<file path="config.mk">
export PLATFORM = sky130hd
export DESIGN_NAME = common_apb3_regbank_flat
export DESIGN_NICKNAME = d
export VERILOG_FILES = /design/src/rtl/common_apb3_regbank_if.sv /design/src/rtl/common_apb3_regbank.sv /design/src/flat_wrapper.sv
export SDC_FILE = /design/constraint.sdc
export NUM_CORES = 1
export LEC_CHECK = 0
export CAP_MARGIN = 5
export CORE_AREA = 4 4 262 264
export DETAILED_ROUTE_END_ITERATION = 6
export DIE_AREA = 0 0 266 268
export REMOVE_ABC_BUFFERS = 1
export SLEW_MARGIN = 10
export SYNTH_ARGS = -nofsm -noshare
export SYNTH_HDL_FRONTEND = slang
export SYNTH_SLANG_ARGS = --single-unit
</file>
<file path="constraint.sdc">
create_clock -name clk -period 3.6 [get_ports clk]
set_clock_uncertainty 0.15 [all_clocks]
set_input_delay 0.72 -clock clk [delete_from_list [all_inputs] [get_ports clk]]
set_output_delay 0.72 -clock clk [all_outputs]
set_load 0.02 [all_outputs]
</file>
<file path="src/rtl/common_apb3_regbank_if.sv">
// APB3 request/response bundle for the common register bank.
// The master drives the request; the slave returns data, ready and error.
interface common_apb3_regbank_if #(
  parameter int ADDR_WIDTH = 12,
  parameter int DATA_WIDTH = 32
);
  logic [ADDR_WIDTH-1:0] PADDR;
  logic                  PSEL;
  logic                  PENABLE;
  logic                  PWRITE;
  logic [DATA_WIDTH-1:0] PWDATA;
  logic [DATA_WIDTH-1:0] PRDATA;
  logic                  PREADY;
  logic                  PSLVERROR;

  modport master (
    output PADDR, PSEL, PENABLE, PWRITE, PWDATA,
    input  PRDATA, PREADY, PSLVERROR
  );

  modport slave (
    input  PADDR, PSEL, PENABLE, PWRITE, PWDATA,
    output PRDATA, PREADY, PSLVERROR
  );
endinterface

</file>
<file path="src/rtl/common_apb3_regbank.sv">
// APB3 register bank: RW control, RO status, W1C interrupts,
// self-clearing pulse strobes and a constant ID word.
module common_apb3_regbank #(
  parameter int          ADDR_WIDTH  = 12,
  parameter int          DATA_WIDTH  = 32,
  parameter int          NUM_CTRL    = 8,
  parameter int          NUM_STAT    = 10,
  parameter int          NUM_IRQ     = 8,
  parameter int          NUM_PULSE   = 4,
  parameter int          WAIT_CYCLES = 0,
  parameter logic [31:0] ID_VALUE    = 32'hABCD_5678
) (
  input  logic                           clk,
  input  logic                           resetn,
  common_apb3_regbank_if.slave           apb,
  output logic [NUM_CTRL*DATA_WIDTH-1:0] ctrl_out,
  input  logic [NUM_STAT*DATA_WIDTH-1:0] status_in,
  input  logic [NUM_IRQ-1:0]             irq_src,
  output logic                           irq,
  output logic [NUM_PULSE-1:0]           pulse_out
);

  localparam int DW = DATA_WIDTH;
  localparam int WW = ADDR_WIDTH - 2;
  localparam logic [WW-1:0] W_IRQS  = WW'(48);
  localparam logic [WW-1:0] W_IRQE  = WW'(49);
  localparam logic [WW-1:0] W_PULSE = WW'(50);
  localparam logic [WW-1:0] W_ID    = WW'(51);

  typedef enum logic [1:0] {
    IDLE   = 2'd0,
    SETUP  = 2'd1,
    ACCESS = 2'd2
  } state_e;

  state_e               state_q, state_d;
  logic [3:0]           cnt_q, cnt_d;
  logic [DW-1:0]        ctrl_q [NUM_CTRL];
  logic [DW-1:0]        ctrl_d [NUM_CTRL];
  logic [NUM_IRQ-1:0]   irq_st_q, irq_st_d;
  logic [NUM_IRQ-1:0]   irq_en_q, irq_en_d;
  logic [NUM_IRQ-1:0]   src_q;
  logic [NUM_IRQ-1:0]   clr;
  logic [DW-1:0]        prdata_q, prdata_d;
  logic [NUM_PULSE-1:0] pulse_q, pulse_d;
  logic                 irq_q, irq_d;

  logic [WW-1:0] w;
  logic          hit_ctrl, hit_stat, hit_irqs;
  logic          hit_irqe, hit_pulse, hit_id;
  logic          err, pready, commit, cap;
  logic [DW-1:0] map_rd, rdata;

  assign w         = apb.PADDR[ADDR_WIDTH-1:2];
  assign hit_ctrl  = w < WW'(NUM_CTRL);
  assign hit_stat  = (w >= WW'(32)) && (w < WW'(32 + NUM_STAT));
  assign hit_irqs  = w == W_IRQS;
  assign hit_irqe  = w == W_IRQE;
  assign hit_pulse = w == W_PULSE;
  assign hit_id    = w == W_ID;

  assign err = (apb.PADDR[1:0] != 2'b00)
    | !(hit_ctrl | hit_stat | hit_irqs | hit_irqe | hit_pulse | hit_id)
    | (apb.PWRITE & (hit_stat | hit_id));

  assign pready = (state_q == ACCESS) && (cnt_q == 4'(WAIT_CYCLES));
  assign commit = pready & apb.PSEL & apb.PWRITE & !err;
  assign cap    = (state_q == SETUP) & apb.PSEL
                & apb.PENABLE & !apb.PWRITE;

  // Array words are matched by loop; non-matching slots contribute zero.
  always_comb begin
    map_rd = '0;
    for (int i = 0; i < NUM_CTRL; i++)
      if (w == WW'(i)) map_rd = ctrl_q[i];
    for (int i = 0; i < NUM_STAT; i++)
      if (w == WW'(32 + i)) map_rd = status_in[i*DW +: DW];
  end

  always_comb begin
    rdata = '0;
    unique case (1'b1)
      hit_irqs: rdata = DW'(irq_st_q);
      hit_irqe: rdata = DW'(irq_en_q);
      hit_id:   rdata = DW'(ID_VALUE);
      default:  rdata = map_rd;
    endcase
    if (err) rdata = '0;
  end

  always_comb begin
    state_d = state_q;
    cnt_d   = cnt_q;
    case (state_q)
      IDLE: begin
        if (apb.PSEL && !apb.PENABLE) state_d = SETUP;
      end
      SETUP: begin
        if (apb.PSEL && apb.PENABLE) begin
          state_d = ACCESS;
          cnt_d   = '0;
        end else begin
          state_d = IDLE;
        end
      end
      ACCESS: begin
        if (!pready) cnt_d = cnt_q + 4'd1;
        if (!apb.PSEL || pready) state_d = IDLE;
      end
      default: state_d = IDLE;
    endcase
  end

  // A set from a fresh source edge overrides a same-cycle W1C clear.
  always_comb begin
    ctrl_d = ctrl_q;
    for (int i = 0; i < NUM_CTRL; i++)
      if (commit && hit_ctrl && w == WW'(i)) ctrl_d[i] = apb.PWDATA;
    clr      = (commit && hit_irqs) ? apb.PWDATA[NUM_IRQ-1:0] : '0;
    irq_st_d = (irq_st_q & ~clr) | (irq_src & ~src_q);
    irq_en_d = (commit && hit_irqe) ? apb.PWDATA[NUM_IRQ-1:0]
                                    : irq_en_q;
    pulse_d  = (commit && hit_pulse) ? apb.PWDATA[NUM_PULSE-1:0]
                                     : '0;
    irq_d    = |(irq_st_q & irq_en_q);
    prdata_d = cap ? rdata : prdata_q;
  end

  always_ff @(posedge clk or negedge resetn) begin
    if (!resetn) begin
      state_q  <= IDLE;
      cnt_q    <= '0;
      for (int i = 0; i < NUM_CTRL; i++) ctrl_q[i] <= '0;
      irq_st_q <= '0;
      irq_en_q <= '0;
      src_q    <= '0;
      prdata_q <= '0;
      pulse_q  <= '0;
      irq_q    <= 1'b0;
    end else begin
      state_q  <= state_d;
      cnt_q    <= cnt_d;
      ctrl_q   <= ctrl_d;
      irq_st_q <= irq_st_d;
      irq_en_q <= irq_en_d;
      src_q    <= irq_src;
      prdata_q <= prdata_d;
      pulse_q  <= pulse_d;
      irq_q    <= irq_d;
    end
  end

  for (genvar g = 0; g < NUM_CTRL; g++) begin : g_ctrl
    assign ctrl_out[g*DW +: DW] = ctrl_q[g];
  end

  assign apb.PRDATA    = prdata_q;
  assign apb.PREADY    = pready;
  assign apb.PSLVERROR = pready & err;
  assign irq           = irq_q;
  assign pulse_out     = pulse_q;

endmodule
</file>
<file path="src/flat_wrapper.sv">
// flat-port wrapper written by rule: the top's interface ports become plain ports
module common_apb3_regbank_flat 
#(
  parameter int          ADDR_WIDTH  = 12,
  parameter int          DATA_WIDTH  = 32,
  parameter int          NUM_CTRL    = 8,
  parameter int          NUM_STAT    = 10,
  parameter int          NUM_IRQ     = 8,
  parameter int          NUM_PULSE   = 4,
  parameter int          WAIT_CYCLES = 0,
  parameter logic [31:0] ID_VALUE    = 32'hABCD_5678
)
  (clk, resetn, ctrl_out, status_in, irq_src, irq, pulse_out, apb_PADDR, apb_PSEL, apb_PENABLE, apb_PWRITE, apb_PWDATA, apb_PRDATA, apb_PREADY, apb_PSLVERROR);
  common_apb3_regbank_if #(.ADDR_WIDTH(ADDR_WIDTH), .DATA_WIDTH(DATA_WIDTH)) apb_i ();
  input  logic clk;
  input  logic resetn;
  output logic [NUM_CTRL*DATA_WIDTH-1:0] ctrl_out;
  input  logic [NUM_STAT*DATA_WIDTH-1:0] status_in;
  input  logic [NUM_IRQ-1:0] irq_src;
  output logic irq;
  output logic [NUM_PULSE-1:0] pulse_out;
  input wire logic [$bits(apb_i.PADDR)-1:0] apb_PADDR;
  input wire logic [$bits(apb_i.PSEL)-1:0] apb_PSEL;
  input wire logic [$bits(apb_i.PENABLE)-1:0] apb_PENABLE;
  input wire logic [$bits(apb_i.PWRITE)-1:0] apb_PWRITE;
  input wire logic [$bits(apb_i.PWDATA)-1:0] apb_PWDATA;
  output wire logic [$bits(apb_i.PRDATA)-1:0] apb_PRDATA;
  output wire logic [$bits(apb_i.PREADY)-1:0] apb_PREADY;
  output wire logic [$bits(apb_i.PSLVERROR)-1:0] apb_PSLVERROR;
  assign apb_i.PADDR = apb_PADDR;
  assign apb_i.PSEL = apb_PSEL;
  assign apb_i.PENABLE = apb_PENABLE;
  assign apb_i.PWRITE = apb_PWRITE;
  assign apb_i.PWDATA = apb_PWDATA;
  assign apb_PRDATA = apb_i.PRDATA;
  assign apb_PREADY = apb_i.PREADY;
  assign apb_PSLVERROR = apb_i.PSLVERROR;
  common_apb3_regbank #(.ADDR_WIDTH(ADDR_WIDTH), .DATA_WIDTH(DATA_WIDTH), .NUM_CTRL(NUM_CTRL), .NUM_STAT(NUM_STAT), .NUM_IRQ(NUM_IRQ), .NUM_PULSE(NUM_PULSE), .WAIT_CYCLES(WAIT_CYCLES), .ID_VALUE(ID_VALUE)) u_core (.clk(clk), .resetn(resetn), .apb(apb_i), .ctrl_out(ctrl_out), .status_in(status_in), .irq_src(irq_src), .irq(irq), .pulse_out(pulse_out));
endmodule
</file>
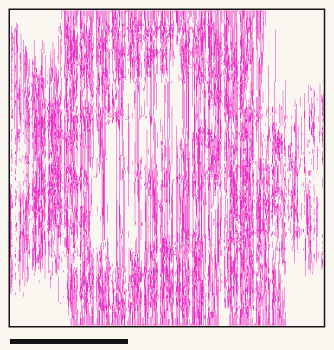
Fig. 1. Met2 routing (run 1).
The bar under the picture is 100 um long.
nets with wire on the layer: 2585
longest straight run: 133 um
main direction: vertical

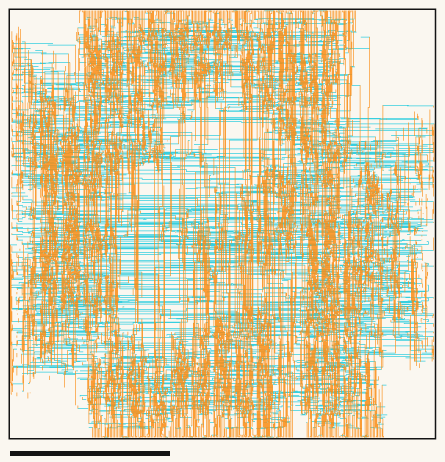
Fig. 2. Metal layers overlaid (run 1).
The bar under the picture is 100 um long. Only two layers are drawn.
| color | layer | wire length |
|---|---|---|
| cyan | M1 | 46.6 mm |
| orange | M2 | 55.8 mm |

==> results_tabular.tex, run 1 <==
% Synthesis and place-and-route results
\begin{tabular}{lr}
\hline
Metric & Value \\
\hline
\multicolumn{2}{l}{\textbf{Run status}} \\
\quad Result of the run & finished, final reports clean \\
\multicolumn{2}{l}{\textbf{Logic synthesis}} \\
\quad Synth Flop Type & sky130\_fd\_sc\_hd\_\_dfrtp\_1 \\
\quad Proportion of synthesized chip area in sequential cells & between 40\% and 50\% \\
\quad Chip area in the Yosys report & about 18000 um2 \\
\quad Area of the mapped netlist & 18200 um2 \\
\quad Complex-gate fraction of the synthesized area & roughly 18\% \\
\quad Ys Warns & 0 \\
\quad Syn Area/Cell & $\sim$11 um2 \\
\quad Dominant kind of combinational cell & multiplexers \\
\quad Most common cell in the synthesized netlist & sky130\_fd\_sc\_hd\_\_dfrtp\_1 \\
\quad Cell type with the largest total area after synthesis & sky130\_fd\_sc\_hd\_\_dfrtp\_1 \\
\quad Share of async-settable or async-resettable flops after synthesis & 100\% \\
\multicolumn{2}{l}{\textbf{Worst setup path}} \\
\quad Endpoint kind of the worst setup timing path & output port \\
\quad Crit path cell chain & clkdlybuf4s50\_1 > buf\_4 > nor4\_2 > buf\_4 > nand3\_1 > a211oi\_1 > buf\_4 > nor2\_1 > nor2\_1 > buf\_4 \\
\quad Worst Reg2Reg Path Length in Cells & 12 \\
\quad WP data required & $\sim$2.7 ns \\
\quad Arrival time of the worst setup path & around 2.6 ns \\
\quad Worst r2r dst & u\_core.ctrl\_out[215]\$\_DFFE\_PN0P\_ \\
\quad R2R setup slack & $\sim$0.69 ns \\
\quad Crit path launch type & input port \\
\quad Crit path to & apb\_PSLVERROR \\
\quad Worst setup startpoint & apb\_PADDR[9] \\
\quad Number of logic stages on the critical path including buffering & 10 \\
\multicolumn{2}{l}{\textbf{Timing}} \\
\quad Tightest Pin Transition & approximately 1.3 ns \\
\quad Final Hold Violating Endpoints & 0 \\
\quad Number of endpoints failing setup at the final stage & 0 \\
\quad Peak clock frequency supported by timing & about 290 MHz \\
\quad Number of pins with negative max-slew slack in the final report & 0 \\
\quad Share of the clock period used by the worst path & a little over nine tenths \\
\quad Time the worst path needs with I/O delays and setup & 3.49 ns \\
\multicolumn{2}{l}{\textbf{Clocking}} \\
\quad Number of gates given a new drive strength after cts & 0 \\
\quad CTS tree & done \\
\quad H-tree levels & 2 \\
\quad Post-CTS repair timing setup buffer count & 0 \\
\multicolumn{2}{l}{\textbf{Placement}} \\
\quad Buffers added on ports & 671 \\
\quad Routability Congestion & about 0.96 \\
\multicolumn{2}{l}{\textbf{Finish}} \\
\quad Most used cells in the layout excluding fill and tap cells & sky130\_fd\_sc\_hd\_\_clkdlybuf4s50\_1 (665), sky130\_fd\_sc\_hd\_\_dfrtp\_1 (323), sky130\_fd\_sc\_hd\_\_mux2\_2 (299) \\
\quad Layout fillers & $\sim$6300 \\
\quad Gate Area & $\sim$9600 um2 \\
\quad Final net count & 2842 \\
\quad Number of sequential storage elements & roughly 320 \\
\quad Post-route design area & around 30000 um2 \\
\quad Max FFs per register & 256 \\
\quad Non-clock inverter total of the final layout & 18 \\
\quad Layout cells sized above 1 & 27.3\% \\
\quad Number of standard cells in the final layout excluding fillers & roughly 3400 \\
\quad Count of plain and timing-repair buffers in the layout & approximately 890 \\
\multicolumn{2}{l}{\textbf{Flow run}} \\
\quad Maximum capacitance violations & 0 \\
\multicolumn{2}{l}{\textbf{Routing}} \\
\quad Detailed-routing wirelength on met1 & approximately 47000 um \\
\quad Remaining design rule violation count & 0 \\
\quad Via-to-Cell Ratio & about 5.8 \\
\quad Highest signal layer in the routed design & met5 \\
\quad Iteration tally of the first detailed-router pass & 7 \\
\multicolumn{2}{l}{\textbf{Global route}} \\
\quad Global-route wire length before repair & roughly 160000 um \\
\quad Pin count of the biggest net entering global routing & 85 \\
\quad Global-route met1 utilization & 40.2\% \\
\quad Vias in the first global route & 20000 \\
\quad Global-route met3 utilization & around 8.8\% \\
\multicolumn{2}{l}{\textbf{Die}} \\
\quad Height of the chip & approximately 270 um \\
\quad TAP cells & 873 \\
\quad Die Span X & 266 um \\
\multicolumn{2}{l}{\textbf{Power and ir drop}} \\
\quad Switching power of the nets & 2.57 mW \\
\quad Part of the power in combinational logic & 14.6\% \\
\quad Cell internal power dissipation & 7.21 mW \\
\quad Sequential Power Share & 37.5\% \\
\quad Sequential Power & 3.67 mW \\
\quad Total power consumption of the routed design & about 9.8 mW \\
\hline
\end{tabular}
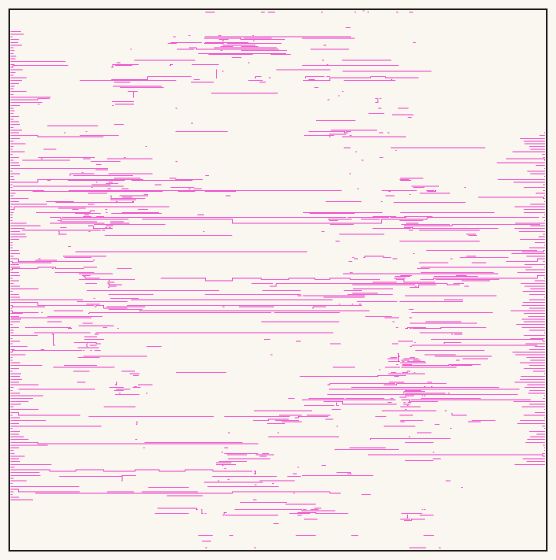
Fig. 3. Met3 routing (run 1).
main direction: horizontal
share of all routed wire: 9.5%

--- run 2 (diff from run 1) ---
GPL_TIMING_DRIVEN = 0   (was unset)
RECOVER_POWER = 100   (was unset)
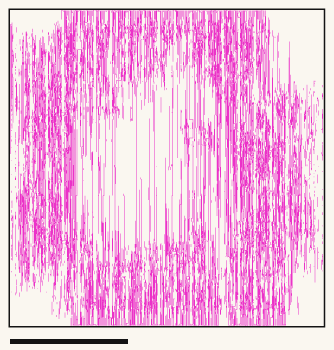
Fig. 4. Met2 routing (run 2).
The bar under the picture is 100 um long.
vias after detailed routing: 18900
met2 usage: 51.3%

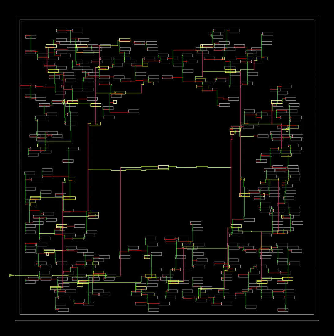
Fig. 5. Clock wiring as the flow saved it (run 2).
power attributed to the clock group: 4.39 mW
TritonCTS sink count: 323
TritonCTS Buffers: 41
number of sequential storage elements: 323
Insertion Delay late pin: 0.57 ns

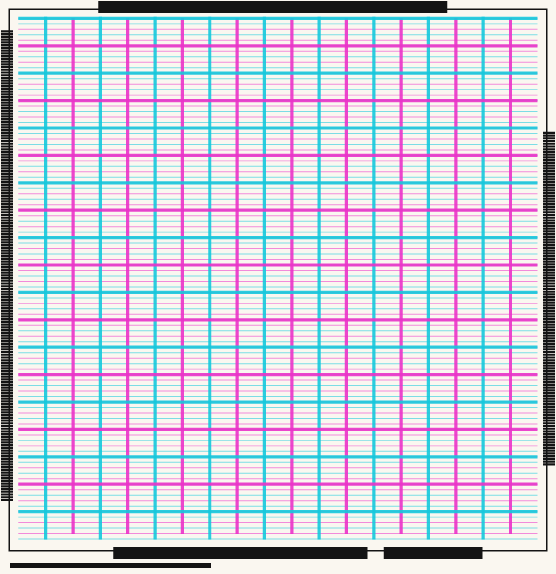
Fig. 6. PDN straps and rails (run 2).
The bar under the picture is 100 um long. Pins as bars on the die edge.
| color | net |
|---|---|
| cyan | VSS |
| magenta | VDD |
met1 rails: 96
met5 straps: 19

==> run 2 against run 1 <==
  * Hold slack gained 0.30 ns
  * Highest routed layer unchanged
  * Fmax down 4.4%
  * The run now ends with negative setup slack left
  * Core utilization shrank 1.5 points
  * Sequential power is essentially flat
==> results_tabular.tex, run 2 <==
% Synthesis and place-and-route results
\begin{tabular}{lr}
\hline
Metric & Value \\
\hline
\multicolumn{2}{l}{\textbf{Power and ir drop}} \\
\quad Part of the power in combinational logic & 14.6\% \\
\quad Sequential Power & around 3.7 mW \\
\quad Power consumed by combinational cells & $\sim$1.4 mW \\
\quad Sequential Power Share & 38.9\% \\
\quad Switching power of the nets & roughly 2.5 mW \\
\quad Total power consumption of the routed design & 9.44 mW \\
\quad Part of the total power dissipated in the clock network & a little under half \\
\quad Cell internal power dissipation & 6.92 mW \\
\multicolumn{2}{l}{\textbf{Placement}} \\
\quad Routability Congestion & around 0.87 \\
\quad Post-Place Cells & $\sim$3100 \\
\quad Total half-perimeter wirelength after legalization and detailed placement & 85100 um \\
\quad Buffers added on ports & approximately 670 \\
\quad Placement-stage cell area & approximately 26000 um2 \\
\quad Post-placement setup slack & -2.06 ns \\
\multicolumn{2}{l}{\textbf{Finish}} \\
\quad Core occupancy in the finished layout & a little over two fifths \\
\quad Leading cell category by total area & multi-input combinational cells \\
\quad Layout cells sized above 1 & a little under a quarter \\
\quad Gate Area & 9800 um2 \\
\quad Number of standard cells in the final layout excluding fillers & between 3000 and 4000 \\
\quad NonClk Buf Share & approximately 27\% \\
\quad Register share of the cell area & between 20\% and 30\% \\
\quad Final net count & about 2700 \\
\quad Most used cells in the layout excluding fill and tap cells & sky130\_fd\_sc\_hd\_\_clkdlybuf4s50\_1 (361), sky130\_fd\_sc\_hd\_\_dfrtp\_1 (323), sky130\_fd\_sc\_hd\_\_dlygate4sd3\_1 (304) \\
\quad Final clock-cell share & 5.00\% \\
\quad Multi-input combinational gate total & about 1200 \\
\quad Max FFs per register & 256 \\
\quad Layout fillers & 6278 \\
\quad Clock buffer count in the final layout & 57 \\
\quad Count of plain and timing-repair buffers in the layout & 744 \\
\quad Flip-flop and latch area & a little over 8000 um2 \\
\quad Non-clock inverter total of the final layout & 18 \\
\quad Post-route design area & 28200 um2 \\
\multicolumn{2}{l}{\textbf{Worst setup path}} \\
\quad Endpoint kind of the worst setup timing path & flop \\
\quad Worst R2R Start & u\_core.cnt\_q[0]\$\_DFFE\_PN0P\_ \\
\quad Crit path cell chain & clkdlybuf4s50\_1 > or4\_4 > buf\_4 > or3\_1 > a2111oi\_2 > a211o\_1 > a21oi\_1 > o31ai\_1 \\
\quad Worst Reg2Reg Path Length in Cells & 11 \\
\quad Critical path type & input port to flop \\
\quad Worst r2r dst & u\_core.ctrl\_out[93]\$\_DFFE\_PN0P\_ \\
\quad Crit path to & u\_core.apb.PRDATA[23]\$\_DFFE\_PN0P\_ \\
\quad Worst setup startpoint & apb\_PADDR[9] \\
\quad Slowest cell on the critical path & sky130\_fd\_sc\_hd\_\_a2111oi\_2 \\
\quad Number of logic stages on the critical path including buffering & 8 \\
\quad Crit path launch type & input port \\
\quad Critical path fanouts, max & 8 \\
\quad WP data required & just under 4 ns \\
\quad R2R setup slack & approximately 0.62 ns \\
\quad Arrival time of the worst setup path & roughly 4.0 ns \\
\multicolumn{2}{l}{\textbf{Routing}} \\
\quad Wire length on met2 & about 54000 um \\
\quad Detailed-routing wirelength on met1 & around 47000 um \\
\quad Drt total wl & 117000 um \\
\quad Iteration tally of the first detailed-router pass & 6 \\
\quad Via-to-Cell Ratio & between 5 and 6 \\
\quad Antenna violation net count after detailed routing & 0 \\
\quad Highest signal layer in the routed design & met5 \\
\quad Remaining design rule violation count & 0 \\
\multicolumn{2}{l}{\textbf{Clocking}} \\
\quad Number of gates given a new drive strength after cts & 30 \\
\quad H-tree levels & 2 \\
\quad Worst-path clk slew & $\sim$0.060 ns \\
\quad Post-CTS repair timing setup buffer count & 13 \\
\quad CTS tree & done \\
\multicolumn{2}{l}{\textbf{Logic synthesis}} \\
\quad Share of async-settable or async-resettable flops after synthesis & 100\% \\
\quad Proportion of synthesized chip area in sequential cells & about 44\% \\
\quad Adder and majority gate portion of the synthesized area & 0.138\% \\
\quad Area of the mapped netlist & between 15000 and 20000 um2 \\
\quad Cell types with the highest counts after synthesis & sky130\_fd\_sc\_hd\_\_dfrtp\_1 (323), sky130\_fd\_sc\_hd\_\_mux2\_2 (299), sky130\_fd\_sc\_hd\_\_nand2\_1 (109) \\
\quad Syn Area/Cell & between 10 and 15 um2 \\
\quad Area leader share & between 40\% and 50\% \\
\quad Synth Flop Type & sky130\_fd\_sc\_hd\_\_dfrtp\_1 \\
\quad Chip area in the Yosys report & around 18000 um2 \\
\quad Count of library flops with an enable pin & 0 \\
\quad Dominant kind of combinational cell & multiplexers \\
\quad XORs/XNORs by Area & 0.0964\% \\
\quad Ys Warns & 0 \\
\quad Complex-gate fraction of the synthesized area & between 10\% and 20\% \\
\quad Largest cells by area after synthesis & sky130\_fd\_sc\_hd\_\_dfrtp\_1 (44\%), sky130\_fd\_sc\_hd\_\_mux2\_2 (19\%), sky130\_fd\_sc\_hd\_\_mux2i\_1 (2.8\%) \\
\quad Cell type with the largest total area after synthesis & sky130\_fd\_sc\_hd\_\_dfrtp\_1 \\
\quad Most common cell in the synthesized netlist & sky130\_fd\_sc\_hd\_\_dfrtp\_1 \\
\multicolumn{2}{l}{\textbf{Timing}} \\
\quad Time the worst path needs with I/O delays and setup & around 3.6 ns \\
\quad Number of pins with negative max-slew slack in the final report & 0 \\
\quad Setup slack of the critical path after layout & -0.0476 ns \\
\quad Final Hold Violating Endpoints & 0 \\
\quad Number of endpoints failing setup at the final stage & 1 \\
\quad RSZ-0062 raised after global routing & no \\
\quad Peak clock frequency supported by timing & about 270 MHz \\
\quad Tightest Pin Transition & $\sim$1.4 ns \\
\quad Total negative slack & -0.0476 ns \\
\quad Share of the clock period used by the worst path & 101\% \\
\multicolumn{2}{l}{\textbf{Die}} \\
\quad Share of the core filled by cells before placement & between 20\% and 30\% \\
\quad Height of the chip & $\sim$270 um \\
\quad TAP cells & between 800 and 900 \\
\quad Die Span X & roughly 270 um \\
\multicolumn{2}{l}{\textbf{Global route}} \\
\quad Global-route met3 utilization & about 8.4\% \\
\quad Vias in the first global route & around 19000 \\
\quad Global-route wire length before repair & about 160000 um \\
\quad Pin count of the biggest net entering global routing & 104 \\
\quad Global-route met1 utilization & about two fifths \\
\quad Total routing resource utilization after global routing & a little under a third \\
\multicolumn{2}{l}{\textbf{Flow run}} \\
\quad Maximum capacitance violations & 0 \\
\multicolumn{2}{l}{\textbf{Run status}} \\
\quad Result of the run & complete, but fails checks \\
\quad Violated checks & negative setup slack \\
\multicolumn{2}{l}{\textbf{Min path}} \\
\quad Hold Path Stages & 2 \\
\hline
\end{tabular}
--- run 3 (diff from run 2) ---
ABC_CLOCK_PERIOD_IN_PS = 3600   (was unset)
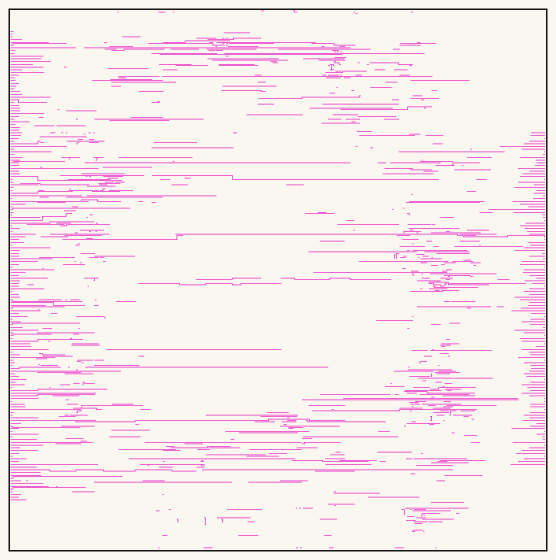
Fig. 7. Met3 routing (run 3).
global-route met3 utilization: 8.44%
drt total wl: 117000 um

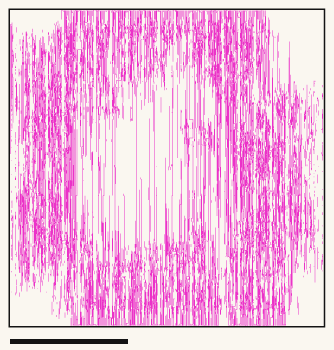
Fig. 8. Met2 routing (run 3).
The bar under the picture is 100 um long.

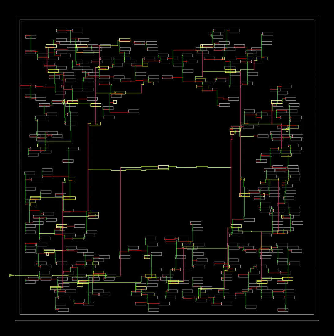
Fig. 9. Clock wiring as the flow saved it (run 3).
clock buffer count in the final layout: 57

==> run 3 against run 2 <==
  * The flow still finishes with violations (negative setup slack)
  * Via count unchanged
  * Highest routed layer unchanged
  * Clock-buffer cell count unchanged
  * Clock power about the same
==> results_tabular.tex, run 3 <==
% Synthesis and place-and-route results
\begin{tabular}{lr}
\hline
Metric & Value \\
\hline
\multicolumn{2}{l}{\textbf{Placement}} \\
\quad Buffers added on ports & $\sim$670 \\
\quad Total half-perimeter wirelength after legalization and detailed placement & $\sim$85000 um \\
\quad Placement-stage cell area & 26400 um2 \\
\quad Routability Congestion & roughly 0.87 \\
\quad Post-Place Cells & 3124 \\
\quad Post-placement setup slack & -2.06 ns \\
\multicolumn{2}{l}{\textbf{Global route}} \\
\quad Global-route wire length before repair & 158000 um \\
\quad Vias in the first global route & roughly 20000 \\
\quad Global-route met1 utilization & roughly 40\% \\
\quad Met2 usage & 51.3\% \\
\multicolumn{2}{l}{\textbf{Logic synthesis}} \\
\quad Largest cells by area after synthesis & sky130\_fd\_sc\_hd\_\_dfrtp\_1 (44\%), sky130\_fd\_sc\_hd\_\_mux2\_2 (19\%), sky130\_fd\_sc\_hd\_\_mux2i\_1 (2.8\%) \\
\quad Adder and majority gate portion of the synthesized area & less than 1\% \\
\quad Ys Warns & 0 \\
\quad Complex-gate fraction of the synthesized area & between 10\% and 20\% \\
\quad Cell types with the highest counts after synthesis & sky130\_fd\_sc\_hd\_\_dfrtp\_1 (323), sky130\_fd\_sc\_hd\_\_mux2\_2 (299), sky130\_fd\_sc\_hd\_\_nand2\_1 (109) \\
\quad Area of the mapped netlist & 18200 um2 \\
\quad Synth Flop Type & sky130\_fd\_sc\_hd\_\_dfrtp\_1 \\
\quad XORs/XNORs by Area & less than 1\% \\
\quad Count of library flops with an enable pin & 0 \\
\quad Most common cell in the synthesized netlist & sky130\_fd\_sc\_hd\_\_dfrtp\_1 \\
\quad Chip area in the Yosys report & about 18000 um2 \\
\multicolumn{2}{l}{\textbf{Routing}} \\
\quad Antenna violation net count after detailed routing & 0 \\
\quad Vias after detailed routing & roughly 19000 \\
\quad Highest signal layer in the routed design & met5 \\
\quad Iteration tally of the first detailed-router pass & 6 \\
\quad Detailed router's first-iteration violation count & 1779 \\
\quad Via-to-Cell Ratio & 5.87 \\
\quad Remaining design rule violation count & 0 \\
\quad Wire length on met2 & $\sim$54000 um \\
\quad Detailed-routing wirelength on met1 & between 40000 and 50000 um \\
\multicolumn{2}{l}{\textbf{Worst setup path}} \\
\quad Endpoint kind of the worst setup timing path & flop \\
\quad Crit path to & u\_core.apb.PRDATA[23]\$\_DFFE\_PN0P\_ \\
\quad Crit path cell chain & clkdlybuf4s50\_1 > or4\_4 > buf\_4 > or3\_1 > a2111oi\_2 > a211o\_1 > a21oi\_1 > o31ai\_1 \\
\quad R2R setup slack & around 0.62 ns \\
\quad Critical path fanouts, max & 8 \\
\quad Worst Reg2Reg Path Length in Cells & 11 \\
\quad Number of logic stages on the critical path including buffering & 8 \\
\quad Arrival time of the worst setup path & 3.95 ns \\
\quad WP data required & about 4 ns \\
\quad Worst R2R Start & u\_core.cnt\_q[0]\$\_DFFE\_PN0P\_ \\
\quad Slowest cell on the critical path & sky130\_fd\_sc\_hd\_\_a2111oi\_2 \\
\quad Worst setup startpoint & apb\_PADDR[9] \\
\quad Crit path launch type & input port \\
\multicolumn{2}{l}{\textbf{Clocking}} \\
\quad H-tree levels & 2 \\
\quad Max clock buf depth & 3 \\
\quad Insertion Delay late pin & roughly 0.57 ns \\
\quad Number of gates given a new drive strength after cts & 30 \\
\quad CTS tree & done \\
\quad Post-CTS repair timing setup buffer count & 13 \\
\quad TritonCTS Buffers & just over 40 \\
\quad TritonCTS sink count & 323 \\
\multicolumn{2}{l}{\textbf{Finish}} \\
\quad Number of standard cells in the final layout excluding fillers & roughly 3200 \\
\quad Count of plain and timing-repair buffers in the layout & 744 \\
\quad Final clock-cell share & about 5\% \\
\quad Core occupancy in the finished layout & between 40 and 50\% \\
\quad Register share of the cell area & between 20 and 30\% \\
\quad Multi-input combinational gate total & 1186 \\
\quad NonClk Buf Share & between 20 and 30\% \\
\quad Number of sequential storage elements & around 320 \\
\quad Leading cell category by total area & multi-input combinational cells \\
\quad Flip-flop and latch area & just over 8000 um2 \\
\quad Final net count & 2693 \\
\quad Layout cells sized above 1 & a little under a quarter \\
\quad Most used cells in the layout excluding fill and tap cells & sky130\_fd\_sc\_hd\_\_clkdlybuf4s50\_1 (361), sky130\_fd\_sc\_hd\_\_dfrtp\_1 (323), sky130\_fd\_sc\_hd\_\_dlygate4sd3\_1 (304) \\
\quad Non-clock inverter total of the final layout & 18 \\
\quad Max FFs per register & approximately 260 \\
\quad Post-route design area & $\sim$28000 um2 \\
\multicolumn{2}{l}{\textbf{Timing}} \\
\quad Number of pins with negative max-slew slack in the final report & 0 \\
\quad WHS & approximately 0.34 ns \\
\quad Setup slack of the critical path after layout & -0.0476 ns \\
\quad Tightest Pin Transition & roughly 1.4 ns \\
\quad Time the worst path needs with I/O delays and setup & between 3 and 4 ns \\
\quad Share of the clock period used by the worst path & 101\% \\
\quad Total negative slack & -0.0476 ns \\
\quad Number of endpoints failing setup at the final stage & 1 \\
\multicolumn{2}{l}{\textbf{Power and ir drop}} \\
\quad Part of the total power dissipated in the clock network & between 40\% and 50\% \\
\quad Total power consumption of the routed design & $\sim$9.4 mW \\
\quad Power attributed to the clock group & 4.39 mW \\
\quad Switching power of the nets & $\sim$2.5 mW \\
\quad Power consumed by combinational cells & between 1 and 1.5 mW \\
\quad Cell internal power dissipation & 6.92 mW \\
\quad Sequential Power & 3.67 mW \\
\quad Sequential Power Share & approximately two fifths \\
\multicolumn{2}{l}{\textbf{Die}} \\
\quad TAP cells & between 800 and 900 \\
\quad Height of the chip & between 200 and 300 um \\
\quad Share of the core filled by cells before placement & 27.3\% \\
\quad Die Span X & approximately 270 um \\
\multicolumn{2}{l}{\textbf{Run status}} \\
\quad Violated checks & negative setup slack \\
\quad Result of the run & complete, but fails checks \\
\multicolumn{2}{l}{\textbf{Min path}} \\
\quad Hold Path Stages & 2 \\
\multicolumn{2}{l}{\textbf{Flow run}} \\
\quad Maximum capacitance violations & 0 \\
\hline
\end{tabular}
No activity file was given, so power comes from the tool's default toggle rates.
